File: src/rtl/bus_cycle_controller.sv
// bus_cycle_controller
//   Bus-termination and interrupt stage for the 68000 bus. It sits behind the
//   address decoder and terminates each CPU cycle. A cycle ends in one of three
//   ways: DTACK_N after a per-region wait count, BERR_N from a watchdog or a
//   decoder fault, or VPA_N for an autovectored interrupt acknowledge. It also
//   synchronises the two interrupt requests and encodes them onto IPL_N.
//
// Ports
//   CLK, RST            CPU clock (rising edge); synchronous active-low reset
//   AS_N, UDS_N, LDS_N  CPU address/data strobes
//   FC[2:0]             CPU function code (3'b111 = interrupt acknowledge)
//   ADDR_L[2:0]         A3..A1; carries the acknowledged level in IACK cycles
//   SEL_*_N             active-low chip selects from the decoder
//   EXP_DTACK_N         termination from the expansion card
//   IRQ_DUART_N         asynchronous interrupt request from the DUART
//   IRQ_EXP_N           asynchronous interrupt request from the expansion bus
//   DTACK_N, BERR_N     registered termination strobes
//   VPA_N               registered autovector strobe
//   IPL_N[2:0]          registered, encoded interrupt priority level
//   IACK_DUART_N        registered DUART interrupt acknowledge
//
// Parameter ranges: BERR_TIMEOUT 8..127 and larger than every wait count;
// DUART_LEVEL and EXP_LEVEL 1..7, and the two must differ.
module bus_cycle_controller #(
  parameter int unsigned ROM_WAIT     = 2,
  parameter int unsigned RAM_WAIT     = 0,
  parameter int unsigned DUART_WAIT   = 1,
  parameter int unsigned BERR_TIMEOUT = 64,
  parameter int unsigned DUART_LEVEL  = 5,
  parameter int unsigned EXP_LEVEL    = 3
) (
  input  logic       CLK,
  input  logic       RST,
  input  logic       AS_N,
  input  logic       UDS_N,
  input  logic       LDS_N,
  input  logic [2:0] FC,
  input  logic [2:0] ADDR_L,
  input  logic       SEL_ROM_N,
  input  logic       SEL_RAM_N,
  input  logic       SEL_DUART_N,
  input  logic       SEL_EXP_N,
  input  logic       EXP_DTACK_N,
  input  logic       IRQ_DUART_N,
  input  logic       IRQ_EXP_N,
  output logic       DTACK_N,
  output logic       BERR_N,
  output logic       VPA_N,
  output logic [2:0] IPL_N,
  output logic       IACK_DUART_N
);

  localparam logic [6:0] ROM_W     = 7'(ROM_WAIT);
  localparam logic [6:0] RAM_W     = 7'(RAM_WAIT);
  localparam logic [6:0] DUART_W   = 7'(DUART_WAIT);
  // The watchdog compares the pre-increment value, so the ERR transition
  // lands on the BERR_TIMEOUT-th edge after the count was cleared.
  localparam logic [6:0] WD_LAST   = 7'(BERR_TIMEOUT - 1);
  localparam logic [2:0] DUART_LVL = 3'(DUART_LEVEL);
  localparam logic [2:0] EXP_LVL   = 3'(EXP_LEVEL);

  typedef enum logic [2:0] {
    ST_IDLE,
    ST_WAIT,
    ST_WAIT_EXP,
    ST_IACK,
    ST_ACK,
    ST_ERR,
    ST_AVEC
  } state_t;

  state_t     state_q, state_d;
  logic       as_q, as_d;
  logic       as_prev_q, as_prev_d;
  logic [6:0] cnt_q, cnt_d;
  logic [6:0] wd_q, wd_d;
  logic [2:0] lvl_q, lvl_d;
  logic       dtack_n_q, dtack_n_d;
  logic       berr_n_q, berr_n_d;
  logic       vpa_n_q, vpa_n_d;
  logic       iack_n_q, iack_n_d;
  logic       irq_duart_s1_q, irq_duart_s1_d;
  logic       irq_duart_s2_q, irq_duart_s2_d;
  logic       irq_exp_s1_q, irq_exp_s1_d;
  logic       irq_exp_s2_q, irq_exp_s2_d;
  logic [2:0] ipl_n_q, ipl_n_d;

  logic       start;
  logic       iack_set;
  logic [2:0] n_sel;
  logic [2:0] best_lvl;

  always_comb begin
    state_d        = state_q;
    as_d           = AS_N;
    as_prev_d      = as_q;
    cnt_d          = cnt_q;
    wd_d           = wd_q;
    lvl_d          = lvl_q;
    irq_duart_s1_d = IRQ_DUART_N;
    irq_duart_s2_d = irq_duart_s1_q;
    irq_exp_s1_d   = IRQ_EXP_N;
    irq_exp_s2_d   = irq_exp_s1_q;
    iack_set       = 1'b0;

    // Only the first edge with as_q low qualifies, so an AS that was already
    // low while the previous cycle was finishing never starts a cycle.
    start = !as_q && as_prev_q && (!(UDS_N & LDS_N) || (FC == 3'b111));
    n_sel = {2'b00, ~SEL_ROM_N} + {2'b00, ~SEL_RAM_N}
          + {2'b00, ~SEL_DUART_N} + {2'b00, ~SEL_EXP_N};

    case (state_q)
      ST_IDLE: begin
        if (start) begin
          wd_d  = '0;
          lvl_d = ADDR_L;
          if (FC == 3'b111) begin
            state_d = ST_IACK;
            if (ADDR_L == DUART_LVL) begin
              iack_set = 1'b1;
              if (DUART_W == 7'd0) state_d = ST_ACK;
            end
          end else if (n_sel > 3'd1) begin
            state_d = ST_ERR;
          end else if (!SEL_ROM_N) begin
            cnt_d   = ROM_W;
            state_d = (ROM_W == 7'd0) ? ST_ACK : ST_WAIT;
          end else if (!SEL_RAM_N) begin
            cnt_d   = RAM_W;
            state_d = (RAM_W == 7'd0) ? ST_ACK : ST_WAIT;
          end else if (!SEL_DUART_N) begin
            cnt_d   = DUART_W;
            state_d = (DUART_W == 7'd0) ? ST_ACK : ST_WAIT;
          end else begin
            // Expansion select, or nothing mapped: only EXP_DTACK_N or the
            // watchdog can end it.
            state_d = ST_WAIT_EXP;
          end
        end
      end
      ST_WAIT: begin
        wd_d  = wd_q + 7'd1;
        cnt_d = cnt_q - 7'd1;
        if (cnt_q <= 7'd1)        state_d = ST_ACK;
        else if (wd_q == WD_LAST) state_d = ST_ERR;
      end
      ST_WAIT_EXP: begin
        wd_d = wd_q + 7'd1;
        if (!EXP_DTACK_N)         state_d = ST_ACK;
        else if (wd_q == WD_LAST) state_d = ST_ERR;
      end
      ST_IACK: begin
        // One edge in this state already counts as one DUART wait cycle.
        // The watchdog cannot expire here: it is at zero on entry.
        wd_d = wd_q + 7'd1;
        if (lvl_q == DUART_LVL) begin
          if (DUART_W <= 7'd1) begin
            state_d = ST_ACK;
          end else begin
            cnt_d   = DUART_W - 7'd1;
            state_d = ST_WAIT;
          end
        end else if (lvl_q == EXP_LVL) begin
          state_d = ST_AVEC;
        end else begin
          state_d = ST_WAIT_EXP;
        end
      end
      ST_ACK, ST_ERR, ST_AVEC: begin
        if (as_q) state_d = ST_IDLE;
      end
      default: state_d = ST_IDLE;
    endcase

    // Strobes decode the next state, so each one appears on the same edge the
    // FSM enters its terminating state.
    dtack_n_d = (state_d != ST_ACK);
    vpa_n_d   = (state_d != ST_AVEC);
    // A decoder fault seen in IDLE reaches BERR_N one edge later, from the
    // ERR state itself.
    berr_n_d  = !((state_d == ST_ERR) && (state_q != ST_IDLE));
    if (state_d == ST_IDLE) iack_n_d = 1'b1;
    else if (iack_set)      iack_n_d = 1'b0;
    else                    iack_n_d = iack_n_q;

    best_lvl = 3'd0;
    if (!irq_duart_s2_q)                          best_lvl = DUART_LVL;
    if (!irq_exp_s2_q && (EXP_LVL > best_lvl))    best_lvl = EXP_LVL;
    ipl_n_d = ~best_lvl;
  end

  always_ff @(posedge CLK) begin
    if (!RST) begin
      state_q        <= ST_IDLE;
      as_q           <= 1'b1;
      as_prev_q      <= 1'b1;
      cnt_q          <= '0;
      wd_q           <= '0;
      lvl_q          <= '0;
      dtack_n_q      <= 1'b1;
      berr_n_q       <= 1'b1;
      vpa_n_q        <= 1'b1;
      iack_n_q       <= 1'b1;
      irq_duart_s1_q <= 1'b1;
      irq_duart_s2_q <= 1'b1;
      irq_exp_s1_q   <= 1'b1;
      irq_exp_s2_q   <= 1'b1;
      ipl_n_q        <= 3'b111;
    end else begin
      state_q        <= state_d;
      as_q           <= as_d;
      as_prev_q      <= as_prev_d;
      cnt_q          <= cnt_d;
      wd_q           <= wd_d;
      lvl_q          <= lvl_d;
      dtack_n_q      <= dtack_n_d;
      berr_n_q       <= berr_n_d;
      vpa_n_q        <= vpa_n_d;
      iack_n_q       <= iack_n_d;
      irq_duart_s1_q <= irq_duart_s1_d;
      irq_duart_s2_q <= irq_duart_s2_d;
      irq_exp_s1_q   <= irq_exp_s1_d;
      irq_exp_s2_q   <= irq_exp_s2_d;
      ipl_n_q        <= ipl_n_d;
    end
  end

  assign DTACK_N      = dtack_n_q;
  assign BERR_N       = berr_n_q;
  assign VPA_N        = vpa_n_q;
  assign IACK_DUART_N = iack_n_q;
  assign IPL_N        = ipl_n_q;

endmodule

File: config.mk
export PLATFORM = sky130hd
export DESIGN_NAME = bus_cycle_controller
export DESIGN_NICKNAME = d
export VERILOG_FILES = /design/src/rtl/bus_cycle_controller.sv
export SDC_FILE = /design/constraint.sdc
export NUM_CORES = 1
export LEC_CHECK = 0
export ABC_CLOCK_PERIOD_IN_PS = 4650
export CAP_MARGIN = 10
export CORE_MARGIN = 2
export CORE_UTILIZATION = 30
export CTS_CLUSTER_DIAMETER = 200
export DETAILED_ROUTE_END_ITERATION = 12
export GPL_ROUTABILITY_DRIVEN = 0
export GPL_TIMING_DRIVEN = 0
export SETUP_SLACK_MARGIN = 0.4
export SLEW_MARGIN = 20
export SYNTH_ARGS = -nofsm -noshare
export SYNTH_HDL_FRONTEND = slang
export SYNTH_SLANG_ARGS = --single-unit
File: constraint.sdc
create_clock -name CLK -period 4.65 [get_ports CLK]
set_input_delay 0.93 -clock CLK [delete_from_list [all_inputs] [get_ports CLK]]
set_output_delay 0.93 -clock CLK [all_outputs]
set_load 0.01 [all_outputs]
==> run_1/layer_met1.png <==
The bar under the picture is 20 µm long.
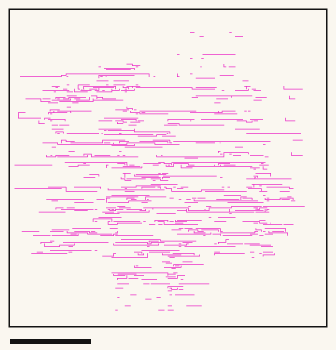
- longest straight run: 23.8 µm
- share of all routed wire: 51%
- main direction: horizontal
- wire length on this layer: 1,820 µm
wirelength, routed: 3560 µm
detailed-route via count: 1,395
met1 capacity usage during global routing: 0.179

==> run_1/detail.png <==
The bar under the picture is 20 µm long. Window x 14 to 64, y 28 to 78 µm. Cells in gray, sequential cells in the stronger gray; small squares are vias.
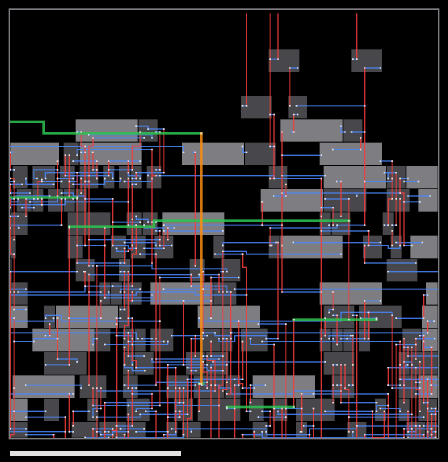
- green: metal 3
- orange: metal 4
- blue: metal 1
- red: metal 2
- cells with their middle in the window: 121
- sequential cells in the window: 18
- most frequent: dfxtp_1 (18), nand2_1 (12), nor2_1 (11)
- netlist names of flops here include: wd_q (4), state_q (3), cnt_q (2)

==> writeup.txt, run 1 <==
With fillers left out, the area of the finished cells amounts to 2040 µm². The logs give 0 for the post-CTS resize count and 2 for the buffer levels on the longest clock path. After detailed routing, the number of remaining DRC violations is 0.

The tools report the total net switching power as 174 µW. The tools report the antenna cell count as 0. With the number of antenna violations at the first check in global routing at 0, the number of port buffers is 24. The cell area that synthesis handed to floorplanning was 1630 µm². The horizontal die size works out to 77.8 µm. The switching power as a share of total power was 0.278; the standby leakage power was 0.000773 µW. The portion of the clock cycle consumed by the worst path in the final layout was 0.718; the post-layout total power was 627 µW. The worst setup path is captured at a flop. The global-route wire length before repair came out at 6270 µm. The top layer reached by signal wires is met4. The parity-gate share of the synthesized area counting xor and xnor cells was 0.00536. According to the cell report, the number of logic gates is 144.

The registers of the reported paths see a clock transition of 0.07 ns. The worst hold-check slack came out at 0.408 ns. The HPWL after detailed placement is 2590 µm. The STA report counts the stages on the worst setup path as 7. The layout report lists the multi-input gate area as 925 µm². As reported, the later end of the worst-skew pair has a clock insertion delay of 0.29 ns. The script computed a power per unit cell area of 307 nW/µm².

The run gives 0 as the number of hold buffers added after CTS. The fraction of area in clock buffers and inverters is 0.0404. The tools report the end point of the critical path as cnt_q[3]$_SDFFE_PN0P_. Cell depth of the worst hold path: 1.

The aggregate global-route resource usage is 0.132. The multiplexer share of the synthesized area works out to 0.0490. The wire length on met3 is 127 µm.

The top cell type in the final layout, fill and taps aside, is dfxtp_1. Across the VDD grid, the largest voltage drop is 0.170 mV. The run gives 0.0588 for the fraction of layout cells with a size suffix above 1. The tools report the final global-route overflow total as 0.

According to the floorplan report, the die height is 77.8 µm. The combinational share of cell area is 0.453, and the number of distinct library cells after synthesis is 43. Clock tree synthesis found a total of 33 sinks.

The path type of the worst setup path was in -> reg. Entering global routing, the biggest net connects 11 pins. Among all stages on the critical path, the largest delay is contributed by fa_1. The smallest clock period supported by the final layout is computed as 3.34 ns. Per the layout report, the design carries 549 filler cells. Simple-gate area share of the yosys netlist: 0.283.

TritonCTS built the clock tree. In the final layout, flip-flops and latches occupy 661 µm². For the met2 routing resource usage after global routing, the log shows 0.194. The largest registers in the layout are cnt_q (7), wd_q (7). The maximum fanout encountered on the critical timing path is 6.

Among the non-sequential cells, simple AND/OR/NAND/NOR gates take the most area. The design received a total of 70 well taps at floorplan. Yosys reported a register bit count of 33. The tools report the area of placed instances as 1960 µm². Per the synth stats, the flop cell with the highest instance count is dfxtp_1.

At the placement stage, the worst setup path has a slack of 1.06 ns. After synthesis, the cell types taking the most area are dfxtp_1 (40%), nand2b_1 (5.0%), mux2i_1 (4.9%). After synthesis, the mean cell area works out to 8.64 µm².

OpenSTA lists the critical path startpoint as SEL_ROM_N. The capture point of the worst reg-to-reg path was VPA_N$_SDFF_PN1_. Layout buffer count excluding clock buffers: 30. With the core outline area at 5170 µm², the final count of negative-setup-slack endpoints is 0. With the violation count after the first detailed-route iteration at 61, the tally of max-capacitance violations is 0. The met3 global-route usage is 0.0419, and the power in combinational cells is 113 µW.

For this design the top-level I/O count stands at 25. Setup total negative slack on the finished layout was measured at 0 ns. The run finished with clean final reports.

The worst hold path terminates at irq_exp_s2_q$_SDFF_PN1_. The share of flip-flops with an asynchronous set or reset after synthesis is 0. The combinational power share was 0.180. The biggest area contributor in the post-synthesis netlist is dfxtp_1. Counting instances in the post-synthesis netlist gives the leading cell types as dfxtp_1 (33), nor2_1 (20), nand2_1 (17), nand2b_1 (13), mux2i_1 (8). In this run the post-CTS setup repair buffer count came out at 0. For this run, the detailed router reports a per-instance via density of 4.79. Worst setup slack after layout: 1.31 ns. The worst reg2reg path depth was 6.

The finished design was reported to have a net count of 244. Per the cell usage report, the commonest logic cells after layout are dfxtp_1 (33), clkdlybuf4s50_1 (24), nor2_1 (20). The tools report the part of the total power dissipated in the clock network as 0.330. The run gives 291 as the non-filler instance count after layout. According to the report, the first pass of detailed routing completed in 4 iterations. The run gives 307 µW as the power drawn by the sequential cells. The post-synth count of flops with an enable pin is 0. For the worst setup path, the data required time is 4.87 ns.

The critical path buffer and inverter count is 1. The number of inverters outside the clock class in the layout is 6. The post-synthesis net count was 213. TritonCTS buffer count: 5. Synthesis-to-finish area growth: 25.1%.

The run gives 1580 µm for the met2 routed wirelength. The sort of element at the start of the critical path was an input port. In the final routing, the length of wire on met1 measures 1820 µm. CTS built an H-tree with a depth of 2. For reference, the final report shows the hold violation count at 0. On the critical path the data arrives at 3.56 ns. Post-synthesis, Yosys gives the total cell area as 1630 µm². The final tally of max-slew violations was 0; the buffering overhead was 0.130. The final design utilization was 0.395; the total die size was 6050 µm². Setup repair after global routing left no endpoint under its margin.

The tools report the remaining max-slew budget at the tightest pin as 0.535. Across all stage logs, warnings added up to 29. Derived from the worst setup path, the maximum achievable clock frequency is 299 MHz. The run gives 0.489 as the share of total power in sequential cells. The family with the most delay on the worst path is AND-OR/OR-AND gates. The share of cell area taken by flip-flops and latches was 0.323. The tools report the number of cells in Yosys stat as 189. By instance count, the leading cell after synthesis is dfxtp_1. The timing report gives the biggest stage delay along the critical path as 0.59 ns.

Once placement completed, the tool counted placed cells totaling 283. The startpoint of the tightest hold check path is irq_exp_s1_q$_SDFF_PN1_. Tally of nets with antenna violations remaining after routing: 0. The global routing's busiest layer is met2.

The sequential cell area fraction in the yosys report came out at 0.405. Starting density of the core: 0.316. The internal power of the cells totals 453 µW.

Register-to-register setup slack: 2.40 ns. With the synthesized-area fraction occupied by adder cells at 0.0506, the fraction of post-synthesis cell area in the top cell type by area is 0.405. Synthesis produced a netlist whose cell count is 189. The run gives 1,324 as the number of global-route vias before repair.

Per the area breakdown, the dominant cell category is logic gates. The run gives 0 as the total number of yosys warnings. Per report_power, the top consumer among the power groups is registers.

The row count was 26. The type recorded for the worst min-delay path is reg -> reg. The cell sitting at the root of the clock tree is a clkbuf_8. In this run the critical register-to-register path is launched from state_q[1]$_SDFF_PN0_.
==> run_1/clocks.png <==
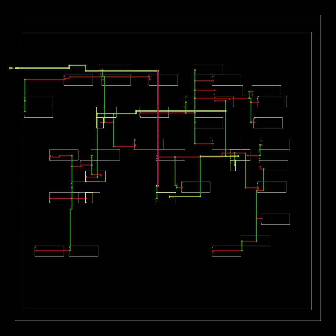
layout clock buffer count: 6
final sequential cell count: 33
Max Clock Skew: 0.00675 ns

==> run_1/flops_by_reg.png <==
The bar under the picture is 20 µm long. Other sequential cells in the stronger gray, the rest of the logic in the fainter gray.
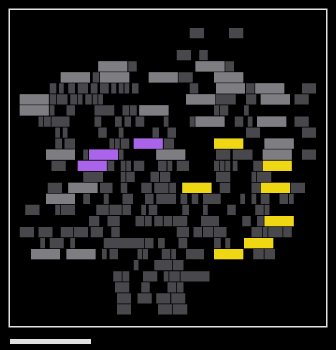

==> run 1 -> run 2 <==
--- a/config.mk
+++ b/config.mk
@@ -5,7 +5,7 @@
 export SDC_FILE = /design/constraint.sdc
 export NUM_CORES = 1
 export LEC_CHECK = 0
-export ABC_CLOCK_PERIOD_IN_PS = 4650
+export ABC_CLOCK_PERIOD_IN_PS = 3400
 export CAP_MARGIN = 10
 export CORE_MARGIN = 2
 export CORE_UTILIZATION = 30
==> constraint.sdc (replaced) <==
create_clock -name CLK -period 3.4 [get_ports CLK]
set_input_delay 0.68 -clock CLK [delete_from_list [all_inputs] [get_ports CLK]]
set_output_delay 0.68 -clock CLK [all_outputs]
set_load 0.01 [all_outputs]
==> run_2/flops_by_reg.png <==
The bar under the picture is 20 µm long. Other sequential cells in the stronger gray, the rest of the logic in the fainter gray.
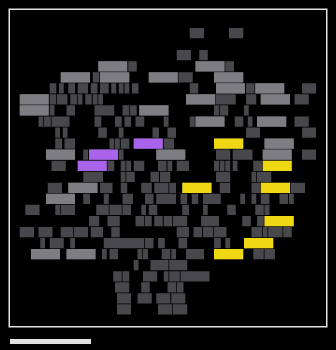
- yellow: cnt_q (flops 7; where right middle)
- purple: state_q (flops 3)
- not colored: 23
sequential cell area in the final layout: 661 µm²
share of the core filled with cells in the final layout: 0.396
power dissipated in sequential cells: 420 µW
register share of the cell area: 0.323

==> run_2/detail.png <==
The bar under the picture is 20 µm long. Window x 14 to 64, y 28 to 78 µm. Cells in gray, sequential cells in the stronger gray; small squares are vias.
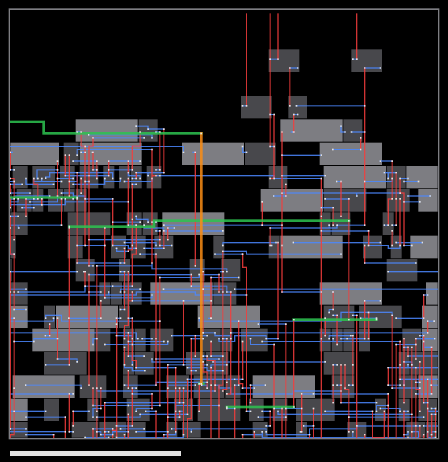
- red: metal 2
- orange: metal 4
- blue: metal 1
- green: metal 3
- most frequent: dfxtp_1 (18), nand2_1 (12), nor2_1 (11)
- sequential cells in the window: 18
- netlist names of flops here include: wd_q (4), state_q (3), cnt_q (2)
- cells with their middle in the window: 121

==> writeup.txt, run 2 <==
The run finished with clean final reports. The pre-CTS setup slack is 0.0615 ns, and the violation count after the first detailed-route iteration is 64. Summed over all nets, wire length on met2 after detailed routing comes to 1590 µm.

Core outline area: 5170 µm². The tools report the capture point of the worst reg-to-reg path as VPA_N$_SDFF_PN1_. The combinational power share was 0.181; the die extent in y was 77.8 µm.

The run gives 549 as the number of fill cells. The top layer reached by signal wires is met4. Number of port buffers: 24. After detailed placement, the design holds a cell count of 283. The main area contributors are dfxtp_1 (40%), nand2b_1 (5.0%), mux2i_1 (4.9%). The startpoint of the tightest hold check path was irq_exp_s1_q$_SDFF_PN1_. The prevailing post-synth register cell is dfxtp_1. Number of well taps: 70. The logs give 0.000774 µW for the standby leakage power and 0.405 for the sequential cell area fraction in the yosys report. Clock tree skew after final layout: 0.00687 ns. The buffering overhead was 0.130; the worst-case vdd ir drop was 0.233 mV.

In this run the count of I/O pins placed on the die edge is 25. In the final layout, the registers with the most flip-flops are cnt_q (7), wd_q (7). The total number of clock tree sinks is 33. The run gives 0 as the total number of yosys warnings. Static timing analysis puts the maximum clock frequency at 346 MHz. For reference, the most critical setup path is categorized as in -> reg. The number of vias per cell is 4.81.

The synthesis run shows the most used standard cells to be dfxtp_1 (33), nor2_1 (20), nand2_1 (17), nand2b_1 (13), mux2i_1 (8). Clock tree root driver cell: clkbuf_8. The tools report the post-synth design cell area as 1630 µm².

Summed over all nets, the switching power comes to 239 µW. The part of the total power dissipated in the clock network was 0.330. The final layout report lists a non-clock buffer count of 30. The area occupied by multi-input gates was 930 µm². The floorplan step set the die width to 77.8 µm. The startpoint identified for the worst register-to-register timing path is state_q[1]$_SDFF_PN0_. The fraction of layout cells with a size suffix above 1 was 0.0633.

Per the detailed placement report, the placed cell area equals 1960 µm². With the wire length on met3 at 129 µm, the worst reg2reg path depth is 6. Counting only logic cells after layout, the most numerous master is dfxtp_1. The number of antenna diodes in the final layout is 0. The H-tree depth was 2; the power density of the placed cells was 419 nW/µm². Setup repair after global routing left no endpoint under its margin. The synthesized-area fraction occupied by adder cells was 0.0506; the met3 global-route usage was 0.0419. The fraction of area in clock buffers and inverters came out at 0.0403. With the final tally of max-slew violations at 0, the final count of negative-setup-slack endpoints is 0. STA puts the critical path data arrival time at 3.11 ns. The worst hold endpoint is irq_exp_s2_q$_SDFF_PN1_. Across all stage logs, warnings added up to 29.

Per the skew report, the later register of the worst-skew pair sees a clock latency of 0.29 ns. Synthesis-to-finish area growth: 25.4%. The number of storage elements in the synthesis netlist came out at 33. End point of the critical path: cnt_q[3]$_SDFFE_PN0P_.

In the layout the tool counted multi-input logic cells amounting to 144. The final timing report gives a worst setup slack of 0.506 ns. The worst setup path is launched from an input port.

TritonCTS built the clock tree. The share of total power in sequential cells was 0.489; the fraction of post-synthesis cell area in the top cell type by area was 0.405. The run gives 0 for the number of antenna violations at the first check in global routing.

Per the detail_route report, the via count comes to 1,400. Cell internal power was estimated by the tool at 620 µW. Per the synthesis report, the number of distinct cell types is 43. The report counts max-capacitance violations totalling 0.

The starting density of the core is 0.316, and the maximum fanout encountered on the critical timing path is 6. For the finished layout, the period the worst path requires is 2.89 ns. Looking at area per cell type in the netlist, the leader is dfxtp_1.

According to the floorplan log, the row count is 26. The clock-pin slew on the worst setup and hold paths came out at 0.07 ns. For the post-CTS resize count, the log shows 1. The share of flip-flops with an asynchronous set or reset after synthesis works out to 0. With the number of inverters outside the clock class in the layout at 6, the number of cells in Yosys stat is 189. With the met1 demand-to-capacity share in global routing at 0.177, the global-route wire length before repair is 6250 µm. The combinational share of cell area is 0.454, and the met2 routing resource usage after global routing is 0.195.

Per the CTS log, the buffer count on the longest clock path is 2. Summing internal, switching and leakage power gives 859 µW. For the post-synthesis net count, the log shows 213. The startpoint of the most critical setup path is SEL_ROM_N. Among all stages on the critical path, the maximum delay recorded is 0.59 ns. Leaving out fill and tap cells, the most frequent cells in the layout are dfxtp_1 (33), clkdlybuf4s50_1 (24), nor2_1 (20).

Entering global routing, the biggest net connects 11 pins. Sequential cells placed in the final layout were counted as 33. The cell depth of the worst hold path was 1; the gate count of the mapped netlist was 189. After detailed routing, the wire length on met1 is 1800 µm.

In the power breakdown, the biggest contributor is registers. In this run the register-to-register setup slack is 1.15 ns. The global routing's busiest layer is met2. The iteration count of the initial detailed-routing pass is 4, and the simple-gate area share of the yosys netlist is 0.283. According to the timing report, the data required time at the worst endpoint equals 3.62 ns. For this run, the post-layout net count is 244.

Multiplexer share of the synthesized area: 0.0490. For the aggregate global-route resource usage, the log shows 0.132. The family with the most delay on the worst path is AND-OR/OR-AND gates.

The final report lists a non-filler cell total of 291. The number of hold buffers added after CTS was 0. For the final global-route overflow total, the log shows 0. Class of the worst hold path: reg -> reg. The remaining max-slew budget at the tightest pin came out at 0.535.
==> run_2/io_placement.png <==
The bar under the picture is 20 µm long. Pins as bars across the die edge, other pins in gray.
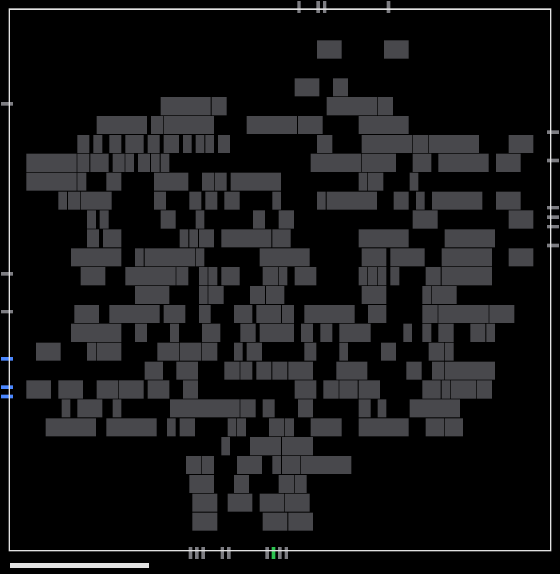

==> run 2 -> run 3 <==
--- a/config.mk
+++ b/config.mk
@@ -8,7 +8,7 @@
 export ABC_CLOCK_PERIOD_IN_PS = 3400
 export CAP_MARGIN = 10
 export CORE_MARGIN = 2
-export CORE_UTILIZATION = 30
+export CORE_UTILIZATION = 35
 export CTS_CLUSTER_DIAMETER = 200
 export DETAILED_ROUTE_END_ITERATION = 12
 export GPL_ROUTABILITY_DRIVEN = 0
==> run_3/io_placement.png <==
The bar under the picture is 20 µm long. Pins as bars across the die edge, other pins in gray.
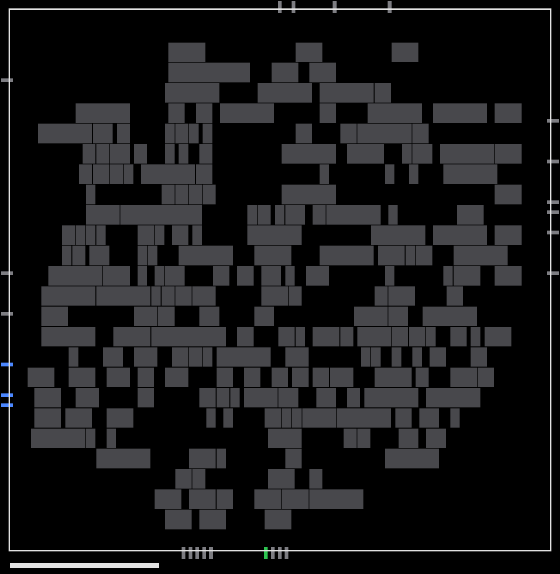
- green: SEL_ROM_N (pins 1; direction input; edge bottom)
- blue: ADDR_L (pins 3; direction input; edge left)
- all pins by edge: 9 bottom, 6 left, 6 right, 4 top
Chip Width: 72.3 µm
Port Buffer Count: 24
overall die height: 72.3 µm

==> run_3/metal_density.png <==
The bar under the picture is 20 µm long. The die is cut into 14 by 14 equal tiles; dark blue is low, red is high, scaled to the fullest tile. Values are wire area over tile area, all layers added.
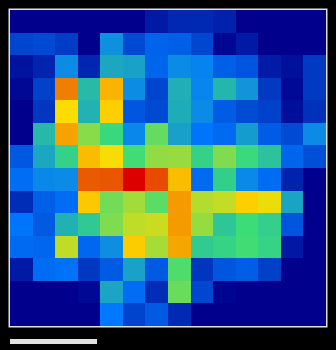
- mean over tiles: 0.11
- fullest tile: 0.38
- tiles over half the peak: 20%
- nearly empty tiles: 22%
- emptiest ninth of the die: top right
detail-routed net length per standard cell: 12.7 µm
gr usage total: 0.156
detailed-route via count: 1,420
wirelength, routed: 3470 µm

==> writeup.txt, run 3 <==
Yosys reported a register bit count of 33. The run gives 1020 µW for the post-layout total power. The run gives 0.0490 for the multiplexer share of the synthesized area. The final design was reported to hold multi-input combinational gates totalling 144. The logs give 0.571 ns for the worst setup slack after layout and 354 MHz for the peak clock frequency supported by timing. Counting flops with a built-in enable in the synthesized netlist gives 0. In this run the worst path has a maximum fanout of 6. Summed over all nets, wire length on met3 after detailed routing comes to 153 µm.

For the arrival time reported for the critical path endpoint, the log shows 3.06 ns. Buffers inserted to repair hold after CTS numbered 0. Register-to-register setup slack: 1.16 ns. Combined flip-flop and latch cell area: 661 µm². The largest registers in the layout are cnt_q (7), wd_q (7).

The row count came out at 24. Worst flop-to-flop path startpoint: state_q[1]$_SDFF_PN0_. The portion of the clock cycle consumed by the worst path in the final layout was 0.832. Post-synth the commonest register cell is dfxtp_1. From synthesis to final layout, the design area changed by 27.2%.

The met1 demand-to-capacity share in global routing came out at 0.199. The total number of cells along the worst setup path is 7. The tools report the clock network latency to the later pin of the worst-skew pair as 0.29 ns. The run gives 33 as the total number of clock tree sinks.

The run gives 0.448 for the combinational share of cell area. Area of the synthesized netlist per yosys stat: 1630 µm². Cell taking the most area after synthesis: dfxtp_1.

TritonCTS created 5 clock buffers. The number of global-route vias before repair was 1,382. The antenna cell count is 0, and the buffering overhead is 0.128. With the largest net degree at the start of global routing at 12, the worst stage delay on the critical path is 0.59 ns.

The logs give 4410 µm² for the core outline area and 0.153 for the combinational power share. Wire segments on met2 add up to 1510 µm in the final route. Fraction of layout cells with a size suffix above 1: 0.0679. With the total die size at 5230 µm², the fraction of post-synthesis cell area in the top cell type by area is 0.405. The final design utilization was 0.471. Sort of element at the end of the critical path: a flop. Layout buffer count excluding clock buffers: 30. Worst hold endpoint: irq_exp_s2_q$_SDFF_PN1_. The synthesized netlist handed to floorplanning was reported with a cell count of 189. After synthesis the cells add up to 1630 µm². Yosys reports that the most numerous cell types are dfxtp_1 (33), nor2_1 (20), nand2_1 (17), nand2b_1 (13), mux2i_1 (8). Sorting the synthesized cells by area gives the leading types as dfxtp_1 (40%), nand2b_1 (5.0%), mux2i_1 (4.9%).

With the total internal power at 769 µW, the total net switching power is 248 µW. The final count of negative-setup-slack endpoints was 0. The shortest period the worst path allows works out to 2.83 ns. In the synthesized netlist, the dominant kind of combinational cell is simple AND/OR/NAND/NOR gates. For reference, the most critical setup path is categorized as in -> reg. TritonCTS built the clock tree. The logs give 2 for the H-tree depth and 213 for the post-synthesis net count. The multi-input combinational cells in the finished layout cover a total of 930 µm².

The number of cells in Yosys stat is 189. The fraction of area in clock buffers and inverters came out at 0.0645. Per STA, the worst path accumulates the most delay in the family AND-OR/OR-AND gates. Counting the fill cells in the layout gives 435.

The most common cell in the netlist is dfxtp_1. The run gives 3.63 ns as the data required time of the critical path. The logs give 52 for the number of well taps and 0 for the number of DRC violations after detailed routing.

Per the cell usage report, the commonest logic cell in the layout is dfxtp_1. The tools report the sort of element at the start of the critical path as an input port. The synthesized-area fraction occupied by adder cells was 0.0506; the number of nets in the final layout was 244. In the power breakdown, the biggest contributor is clock. With the pre-CTS setup slack at 0.0797 ns, the cell depth of the worst hold path is 1. The share of cell area taken by flip-flops and latches was 0.318. The switching power as a share of total power came out at 0.244.

The clock-pin slew on the worst setup and hold paths is 0.07 ns. The tools report the sequential cell area fraction in the yosys report as 0.405. Once iteration 0 of detailed routing completed, the report listed 49 DRC markers. Across the VDD grid, the largest voltage drop is 0.253 mV. The run gives 490 nW/µm² for the power density of the placed cells. The first global-routing pass estimated 6220 µm of wire. Before antenna repair, the detailed router went through 4 iterations. The worst reg2reg path depth came out at 6. Per the detail_route report, vias per standard cell equal 5.20. The power report puts the leakage power at 0.000797 µW. With the simple-gate area share of the yosys netlist at 0.283, the number of antenna violations at the first check in global routing is 0. The final design area excluding fillers came out at 2080 µm². The share of flip-flops with an asynchronous set or reset after synthesis is 0. After the flow finishes, the layout carries non-filler instances totaling 273.

The startpoint of the tightest hold check path was irq_exp_s1_q$_SDFF_PN1_. Detailed placement finished with a half-perimeter wire length of 2560 µm. Setup repair after global routing left no endpoint under its margin. The longest clock path from root to sink contains 2 buffers.

With the power drawn by the sequential cells at 420 µW, the number of buffers inserted to repair setup after CTS is 0. The run gives 0.413 as the share of total power in sequential cells. The tools report the starting density of the core as 0.370.

In this run, placement finished with an instance count of 265. After layout, the clock buffer instance count stands at 5. The tool flagged a number of max-cap violations equal to 0.

The tools report the part of the total power dissipated in the clock network as 0.435. Global routing's busiest layer: met2. Capture point of the worst reg-to-reg path: IACK_DUART_N$_SDFFE_PP1P_. OpenROAD warning count: 29.

The met3 global-route usage was 0.0500. Library cell contributing the largest single delay on the critical path: fa_1. The final timing report lists clock skew as 0.00317 ns. The area of placed instances is 1940 µm². 25 I/O pins were placed. Power in combinational cells: 155 µW. The run gives 0.530 as the remaining max-slew budget at the tightest pin. The post-CTS resize count is 1.

The run finished with clean final reports. With the number of inverters outside the clock class in the layout at 6, the final tally of max-slew violations is 0. The parity-gate share of the synthesized area counting xor and xnor cells works out to 0.00536. Per the GRT congestion report, total overflow comes to 0. The end point of the critical path is cnt_q[3]$_SDFFE_PN0P_. Cell kind with the greatest summed area: logic gates. For the number of distinct library cells after synthesis, the log shows 43. The clock tree root driver cell was clkbuf_8. The detailed router used layers up to and including met4.

Met2 routing resource usage after global routing: 0.244. The run gives 1 for the critical path buffer and inverter count. There are 33 flip-flops and latches.
Power is estimated from default activity; no workload was simulated.
